run_1/cell_density.png
12 x 12 tiles, from black (low) to pale yellow (high), 0 to 100% covered.
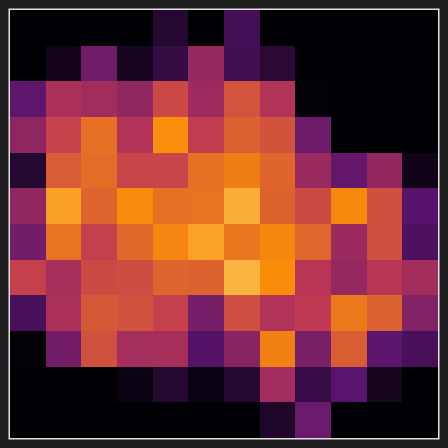
run_1/sizes.png
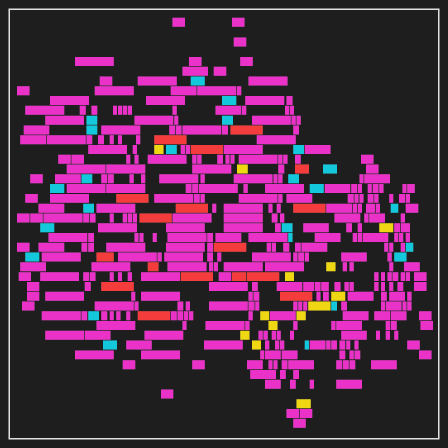
run_1/congestion.png
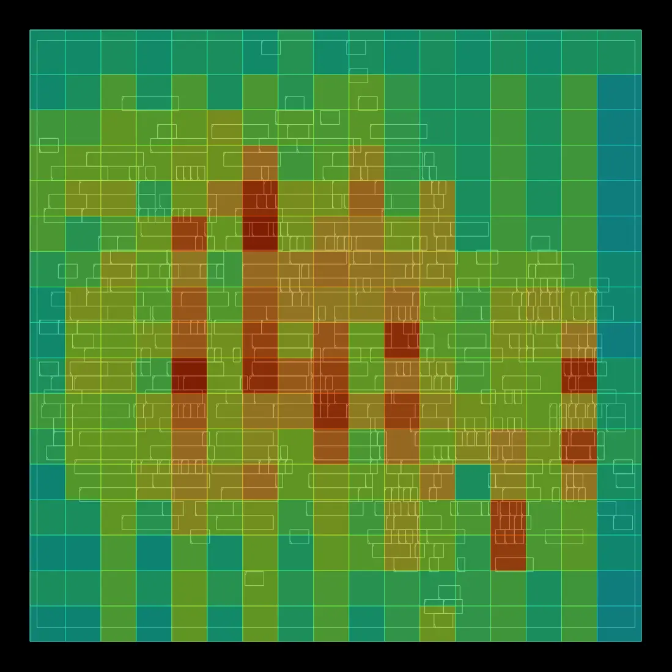
==> src/rtl/hyperbus_pkg.sv <==
// Shared types for the HyperBus DDR output bank.
package hyperbus_pkg;

    // Width of the preamble/postamble cycle counter (supports 0..15 cycles).
    localparam int CNT_W = 4;

    // Output sequencer states. The state register names what the pads show
    // during the current cycle.
    typedef enum logic [1:0] {
        ST_IDLE,
        ST_PRE,
        ST_ACTIVE,
        ST_POST
    } state_e;

endpackage

==> src/rtl/hyperbus_ddr_clk_mux.sv <==
// Per-lane DDR select: clock high shows d0, clock low shows d1. Stands in
// for the glitch-free clock mux cell of the target library.
module hyperbus_ddr_clk_mux (
    input  logic i_clk,
    input  logic i_d0,
    input  logic i_d1,
    output logic o_q
);

    assign o_q = i_clk ? i_d0 : i_d1;

endmodule

==> src/rtl/hyperbus_ddr_tx_fifo.sv <==
// Small synchronous FIFO holding {d0, d1, last} beat pairs for the DDR bank.
module hyperbus_ddr_tx_fifo #(
    parameter int DW    = 17,
    parameter int DEPTH = 4
) (
    input  logic                       i_clk,
    input  logic                       i_rst,
    input  logic                       i_flush,
    input  logic                       i_push,
    input  logic [DW-1:0]              i_wdata,
    input  logic                       i_pop,
    output logic [DW-1:0]              o_rdata,
    output logic                       o_full,
    output logic                       o_empty,
    output logic [$clog2(DEPTH+1)-1:0] o_fill
);

    localparam int AW = $clog2(DEPTH);
    localparam int FW = $clog2(DEPTH+1);

    logic [DW-1:0] r_mem [DEPTH];
    logic [AW-1:0] r_wr;
    logic [AW-1:0] r_rd;
    logic [FW-1:0] r_fill;
    logic          w_push;
    logic          w_pop;

    // Full and empty come straight from the occupancy count, so a pop never
    // frees a slot for a push in the same cycle.
    assign o_full  = (r_fill == FW'(DEPTH));
    assign o_empty = (r_fill == '0);
    assign w_push  = i_push && !o_full;
    assign w_pop   = i_pop && !o_empty;
    assign o_rdata = r_mem[r_rd];
    assign o_fill  = r_fill;

    // Pointer and occupancy bookkeeping; flush behaves like reset.
    always_ff @(posedge i_clk) begin
        if (i_rst || i_flush) begin
            r_wr   <= '0;
            r_rd   <= '0;
            r_fill <= '0;
        end else begin
            if (w_push) r_wr <= r_wr + 1'b1;
            if (w_pop)  r_rd <= r_rd + 1'b1;
            if (w_push && !w_pop)      r_fill <= r_fill + 1'b1;
            else if (!w_push && w_pop) r_fill <= r_fill - 1'b1;
        end
    end

    // Storage array; contents need no reset because empty gates every read.
    always_ff @(posedge i_clk) begin
        if (w_push && !i_rst && !i_flush) r_mem[r_wr] <= i_wdata;
    end

endmodule

==> src/rtl/hyperbus_ddr_out_bank.sv <==
// Multi-lane SDR-to-DDR output stage: FIFO, preamble/postamble sequencer,
// registered output enable and per-lane DDR muxes.
module hyperbus_ddr_out_bank
    import hyperbus_pkg::*;
#(
    parameter int   WIDTH         = 8,
    parameter int   DEPTH         = 4,
    parameter logic INIT          = 1'b0,
    parameter int   PRE_CYCLES    = 1,
    parameter int   POST_CYCLES   = 1,
    parameter logic UNDERRUN_HOLD = 1'b0
) (
    input  logic                       clk_i,
    input  logic                       rst_i,
    input  logic                       flush_i,
    input  logic                       in_valid_i,
    output logic                       in_ready_o,
    input  logic [WIDTH-1:0]           in_d0_i,
    input  logic [WIDTH-1:0]           in_d1_i,
    input  logic                       in_last_i,
    output logic [WIDTH-1:0]           q_o,
    output logic                       oe_o,
    output logic                       busy_o,
    output logic                       underrun_o,
    output logic [$clog2(DEPTH+1)-1:0] fill_o
);

    localparam int DW = 2*WIDTH + 1;
    localparam logic [WIDTH-1:0] INIT_V  = {WIDTH{INIT}};
    localparam logic [CNT_W-1:0] PRE_LD  = CNT_W'(PRE_CYCLES  > 0 ? PRE_CYCLES  - 1 : 0);
    localparam logic [CNT_W-1:0] POST_LD = CNT_W'(POST_CYCLES > 0 ? POST_CYCLES - 1 : 0);

    state_e             r_state, w_nxt_state;
    logic [CNT_W-1:0]   r_cnt, w_nxt_cnt;
    logic [WIDTH-1:0]   r_q0, r_q1, w_nxt_q0, w_nxt_q1;
    logic               r_oe, r_und, w_nxt_und;
    logic               r_end, w_nxt_end;
    logic               w_beat, w_pop, w_full, w_empty;
    logic [DW-1:0]      w_rdata;
    logic [WIDTH-1:0]   w_rd0, w_rd1;
    logic               w_rlast;

    hyperbus_ddr_tx_fifo #(.DW(DW), .DEPTH(DEPTH)) u_fifo (
        .i_clk   (clk_i),
        .i_rst   (rst_i),
        .i_flush (flush_i),
        .i_push  (in_valid_i),
        .i_wdata ({in_d0_i, in_d1_i, in_last_i}),
        .i_pop   (w_pop),
        .o_rdata (w_rdata),
        .o_full  (w_full),
        .o_empty (w_empty),
        .o_fill  (fill_o)
    );

    assign w_rd0   = w_rdata[DW-1 -: WIDTH];
    assign w_rd1   = w_rdata[WIDTH:1];
    assign w_rlast = w_rdata[0];

    // Next-state and next-output decode. w_beat marks a cycle that shows a
    // data slot: a popped beat, or an underrun filler when the FIFO is dry.
    always_comb begin
        w_nxt_state = r_state;
        w_nxt_cnt   = r_cnt;
        w_nxt_q0    = INIT_V;
        w_nxt_q1    = INIT_V;
        w_nxt_und   = 1'b0;
        w_nxt_end   = 1'b0;
        w_beat      = 1'b0;
        w_pop       = 1'b0;
        case (r_state)
            ST_IDLE: begin
                if (!w_empty) begin
                    if (PRE_CYCLES > 0) begin
                        w_nxt_state = ST_PRE;
                        w_nxt_cnt   = PRE_LD;
                    end else begin
                        w_beat = 1'b1;
                    end
                end
            end
            ST_PRE: begin
                if (r_cnt == '0) w_beat = 1'b1;
                else             w_nxt_cnt = r_cnt - 1'b1;
            end
            ST_ACTIVE: begin
                if (r_end) begin
                    if (POST_CYCLES > 0) begin
                        w_nxt_state = ST_POST;
                        w_nxt_cnt   = POST_LD;
                    end else begin
                        w_nxt_state = ST_IDLE;
                    end
                end else begin
                    w_beat = 1'b1;
                end
            end
            ST_POST: begin
                if (r_cnt == '0) w_nxt_state = ST_IDLE;
                else             w_nxt_cnt = r_cnt - 1'b1;
            end
            default: w_nxt_state = ST_IDLE;
        endcase
        if (w_beat) begin
            w_nxt_state = ST_ACTIVE;
            if (!w_empty) begin
                w_pop     = 1'b1;
                w_nxt_q0  = w_rd0;
                w_nxt_q1  = w_rd1;
                w_nxt_end = w_rlast;
            end else begin
                w_nxt_und = 1'b1;
                if (UNDERRUN_HOLD) begin
                    w_nxt_q0 = r_q0;
                    w_nxt_q1 = r_q1;
                end
            end
        end
    end

    // State, counter and pad registers; oe follows the state it enters so
    // it rises on the same edge as the first preamble or data value.
    always_ff @(posedge clk_i) begin
        if (rst_i || flush_i) begin
            r_state <= ST_IDLE;
            r_cnt   <= '0;
            r_q0    <= INIT_V;
            r_q1    <= INIT_V;
            r_oe    <= 1'b0;
            r_und   <= 1'b0;
            r_end   <= 1'b0;
        end else begin
            r_state <= w_nxt_state;
            r_cnt   <= w_nxt_cnt;
            r_q0    <= w_nxt_q0;
            r_q1    <= w_nxt_q1;
            r_oe    <= (w_nxt_state != ST_IDLE);
            r_und   <= w_nxt_und;
            r_end   <= w_nxt_end;
        end
    end

    for (genvar g = 0; g < WIDTH; g++) begin : g_lane
        hyperbus_ddr_clk_mux u_mux (
            .i_clk (clk_i),
            .i_d0  (r_q0[g]),
            .i_d1  (r_q1[g]),
            .o_q   (q_o[g])
        );
    end

    assign oe_o       = r_oe;
    assign underrun_o = r_und;
    assign in_ready_o = !w_full;
    assign busy_o     = (r_state != ST_IDLE) || !w_empty;

endmodule
==> config.mk <==
export PLATFORM = sky130hd
export DESIGN_NAME = hyperbus_ddr_out_bank
export DESIGN_NICKNAME = d
export VERILOG_FILES = /design/src/rtl/hyperbus_pkg.sv /design/src/rtl/hyperbus_ddr_clk_mux.sv /design/src/rtl/hyperbus_ddr_tx_fifo.sv /design/src/rtl/hyperbus_ddr_out_bank.sv
export SDC_FILE = /design/constraint.sdc
export NUM_CORES = 1
export LEC_CHECK = 0
export ABC_AREA = 1
export CORE_UTILIZATION = 30
export DETAILED_ROUTE_END_ITERATION = 7
export HOLD_SLACK_MARGIN = 0.15
export PLACE_DENSITY_LB_ADDON = 0.3
export SKIP_LAST_GASP = 1
export SYNTH_ARGS = -nofsm -noshare
export SYNTH_HDL_FRONTEND = slang
export SYNTH_SLANG_ARGS = --single-unit
==> constraint.sdc <==
create_clock -name clk_i -period 6.62 [get_ports clk_i]
set_input_delay 1.655 -clock clk_i [delete_from_list [all_inputs] [get_ports clk_i]]
set_output_delay 1.655 -clock clk_i [all_outputs]
set_load 0.01 [all_outputs]
==> summary.txt, run 1 <==
Synthesis and PnR results.

- The required time of the worst setup path reads 4.97 ns.
- The fraction of layout cells with a size suffix above 1 is 13.2%.
- Looking at the setup timing report, the critical path kind is clock port to output pin.
- Hold analysis shows the worst path with a depth of 2.
- In the final layout, excluding clock buffers the buffer count is 33.
- The capture point of the critical path reads q_o[7].
- The synthesis area per yosys is 4110 um2.
- The first global-routing pass estimated 13500 um of wire.
- The final timing report lists clock skew as 0.0103 ns.
- The number of antenna cells inserted is 0.
- The register with the most flip-flops in the layout has 68 of them.
- The post-synth register bit count is 100.
- In the final routing, the length of wire on met1 measures 3600 um.
- The path depth of the worst reg2reg path is 12.
- The flow ran to the end, and the final reports show no timing, DRC or antenna violations.
- Counting instances in the post-synthesis netlist gives the leading cell types as nor2_1, edfxtp_1, nand2_1.
- RePlAce ended its routability-driven mode at a weighted congestion of 0.734.
- TritonRoute reported its final design rule violation total as 0.
- The final cell area excluding filler cells reads 5000 um2.
- The tightest hold margin is 0.477 ns.
- For this sky-water flow run, the detailed-routed wirelength per cell is reported as 13.9 um.
- The via count normalized by instance count reads 4.48.
- The met1 demand-to-capacity share in global routing reads 13.9%.
- The top contributor to total power is sequential cells.
- For reference, the critical path is launched at clk_i.
- The register area share after synthesis reads 65.3%.
- The power in combinational cells is 58.9 uW.
- The gate count of the mapped netlist is 369.
- The worst stage delay on the critical path reads 0.55 ns.
- The timing report gives the worst reg2reg path a setup slack of 4.29 ns.
- The fraction of standard cell area that is sequential is 53.7%.
- The classification of the worst-slack hold path is flip-flop to flip-flop.
- The amount of wire on met3 after detailed routing is 395 um.
- The worst setup path is captured at an output pin.
- The largest net degree at the start of global routing is 37.
- The internal power of the cells is 1.09 mW.
- Per the final report, max-transition violations number 0.
- The buffer count from post-CTS setup fixing is 0.
- Summing the areas of all and, or, nand and nor instances in the mapped netlist gives 13.9% of the synthesized area.
- The number of cells in the yosys synthesis report reads 369.
- The post-layout net count reads 438.
- Looking at the cell usage after synthesis, the top flip-flop cell is edfxtp_1.
- The area of the multi-input gates is 1220 um2.
- By area the synthesized netlist is led by edfxtp_1, dfxtp_1, nor2_1.
- The multi-input combinational area share reads 24.3%.
- The post-synthesis net count reads 402.
Notes on cell_density.png above:
nearly empty tiles	26%
fullest tile	84%
densest ninth of the die	centre
tiles over 75% full	3.5%
mean over tiles	34%

Notes on sizes.png above:
colour	size	cells	share	most used
yellow	_3 and _4 cells	13	3.2%	buf_4
magenta	_0 and _1 cells	356	87%	nor2_1
red	_6 and larger	17	4.1%	clkbuf_16
cyan	_2 cells	24	5.9%	a21oi_2

Notes on congestion.png above:
met2 layer usage reported by global route: 20.5%
end-of-flow core utilization: 37.6%
highest-utilization routing layer at the global route stage: met2

run_1/flops_by_reg.png
Other sequential cells in the stronger grey, the rest of the logic in the fainter grey.
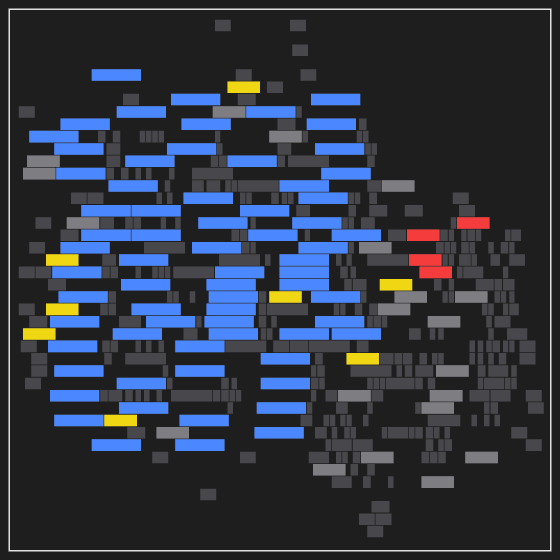

==> inputs of run 2 (changes only) <==
--- a/config.mk
+++ b/config.mk
@@ -6,6 +6,7 @@
 export NUM_CORES = 1
 export LEC_CHECK = 0
 export ABC_AREA = 1
+export CORE_MARGIN = 2
 export CORE_UTILIZATION = 30
 export DETAILED_ROUTE_END_ITERATION = 7
 export HOLD_SLACK_MARGIN = 0.15
run_2/flops_by_reg.png
Other sequential cells in the stronger grey, the rest of the logic in the fainter grey.
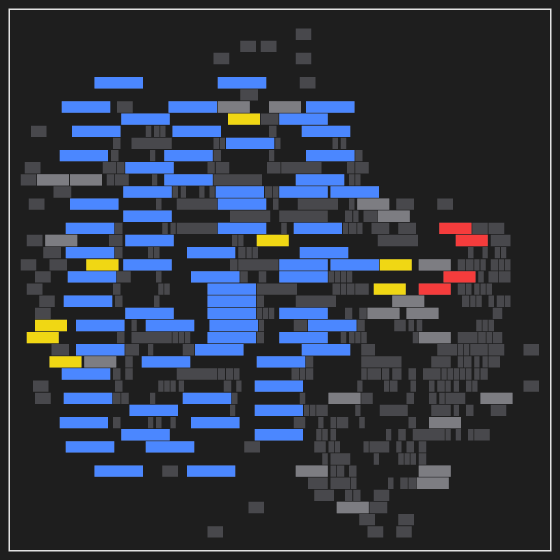
colour	name in the netlist	sequential cells
blue	u_fifo.r_mem	68
yellow	r_q0	8
red	r_cnt	4
not coloured	20

==> summary.txt, run 2 <==
Synthesis and PnR results.

- The flow ran to the end, and the final reports show no timing, DRC or antenna violations.
- The met1 demand-to-capacity share in global routing is 13.1%.
- Counting cells, the worst reg-to-reg path comes to 12.
- For this block, wires on met1 add up to 3500 um.
- The capture point of the critical path is q_o[2].
- The layout summary lists the proportion of cells stronger than drive strength 1 as 12.9%.
- The internal power of the cells is 1.15 mW.
- At the end of the flow, the number of nets in the layout was 438.
- The routability congestion estimate from global placement reads 0.724.
- The amount of wire on met3 after detailed routing reads 386 um.
- The routing layer with the top usage in global route is met2.
- When the netlist entered floorplanning its net count stood at 402.
- The final routed DRC violation total is 0.
- Per Yosys stat, the portion of area used by sequential elements is 65.3%.
- The layout report gives the multi-input gate share of total cell area as 24.2%.
- The area taken by multi-input combinational cells is reported as 1220 um2.
- In this run the post-CTS setup repair buffer count came out at 0.
- The worst clock skew reads 0.00902 ns.
- After technology mapping, the gate count stands at 369.
- The worst setup path is of the clock port to output pin kind.
- The number of antenna cells inserted reads 0.
- The power in combinational cells reads 59.0 uW.
- The final cell area excluding filler cells is 5030 um2.
- Leaving out the clock tree, the finished layout contains a buffer count of 33.
- The fraction of the mapped netlist area in simple logic gates is 13.9%.
- The origin of the worst setup path reads clk_i.
- Per the final report, max-transition violations number 0.
- The tightest hold margin is 0.486 ns.
- The synthesis area per yosys reads 4110 um2.
- After synthesis, the most frequently instantiated cells are nor2_1, edfxtp_1, nand2_1.
- The number of cells in the yosys synthesis report reads 369.
- In the post-synthesis netlist, the biggest area contributors are edfxtp_1, dfxtp_1, nor2_1.
- The register with the most flip-flops in the layout has 68 of them.
- The via count normalized by instance count is 4.38.
- Dividing the detail-routed wire length by the instance count gives 13.8 um.
- The layout report gives the register share of total cell area as 53.3%.
- The first global-routing pass estimated 13200 um of wire.
run_2/placement_by_type.png
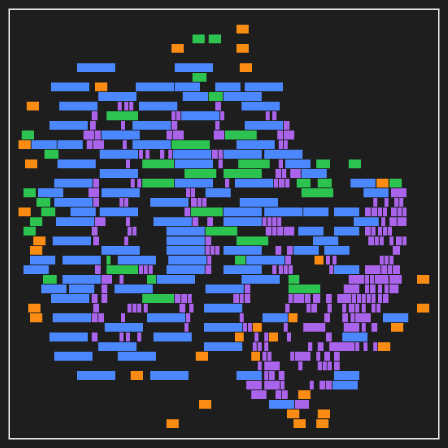

==> inputs of run 3 (changes only) <==
--- a/config.mk
+++ b/config.mk
@@ -5,7 +5,7 @@
 export SDC_FILE = /design/constraint.sdc
 export NUM_CORES = 1
 export LEC_CHECK = 0
-export ABC_AREA = 1
+export CORE_ASPECT_RATIO = 1.1
 export CORE_MARGIN = 2
 export CORE_UTILIZATION = 30
 export DETAILED_ROUTE_END_ITERATION = 7
==> constraint.sdc (replaced) <==
create_clock -name clk_i -period 5.55 [get_ports clk_i]
set_input_delay 1.3875 -clock clk_i [delete_from_list [all_inputs] [get_ports clk_i]]
set_output_delay 1.3875 -clock clk_i [all_outputs]
set_load 0.01 [all_outputs]
run_3/placement_by_type.png
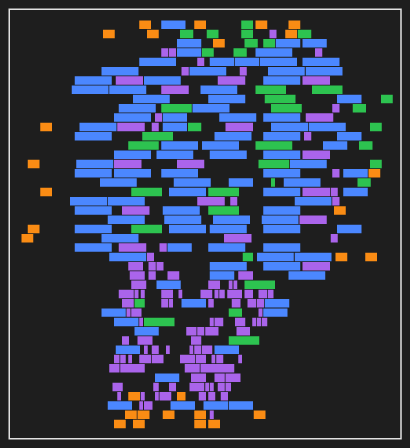
colour	class	cells	share of their area
blue	flops	100	57%
purple	combinational and other logic	123	24%
orange	other buffers and delay cells	28	5.9%
green	clock drivers and dummy loads	36	13%
number of standard-cell rows in the floorplan: 44
placeable core area: 13200 um2
end-of-flow core utilization: 37.4%
fraction of standard cell area that is sequential: 54.5%

==> summary.txt, run 3 <==
Synthesis and PnR results.

- The launch point of the critical path was reported as clk_i.
- The commonest register cell after synthesis is edfxtp_1.
- The routing usage on met2 is 17.0%.
- For this design, Yosys synthesis ends with a cell count of 247.
- The path depth of the worst reg2reg path reads 11.
- The via count normalized by instance count is 4.67.
- The amount of wire on met3 after detailed routing is 231 um.
- The largest net degree at the start of global routing is 22.
- The max-slew violation count reads 0.
- The worst clock skew is 0.00714 ns.
- The detailed router put a total of 2950 um of wire on met1.
- The power in combinational cells is 70.6 uW.
- The post-synthesis net count is 280.
- The first-pass GRT wire length reads 11200 um.
- The area of the multi-input gates reads 1210 um2.
- The run finished with clean final reports.
- The fraction of the mapped netlist area in simple logic gates reads 9.35%.
- The number of flip-flops under the largest register name reads 68.
- The gate count of the mapped netlist is 247.
- After global routing, the most crowded layer is met2.
- In the final layout, the share of cells above drive strength 1 is 17.4%.
- The finished design was reported to have a net count of 315.
- The register area share after synthesis is 66.8%.
- The minimum setup slack among reg-to-reg paths reads 3.04 ns.
- The final routed DRC violation total is 0.
- The number of antenna cells inserted reads 0.
- The type of element capturing the critical path is an output pin.
- The synthesis area per yosys is 4020 um2.
- The met1 demand-to-capacity share in global routing is 11.4%.
- The top contributor to total power reads clock.
- The count of plain and timing-repair buffers in the layout is 28.
- The per-cell routed wire length is 15.4 um.
- The multi-input combinational area share is 24.6%.
Power and IR drop assume default switching activity.
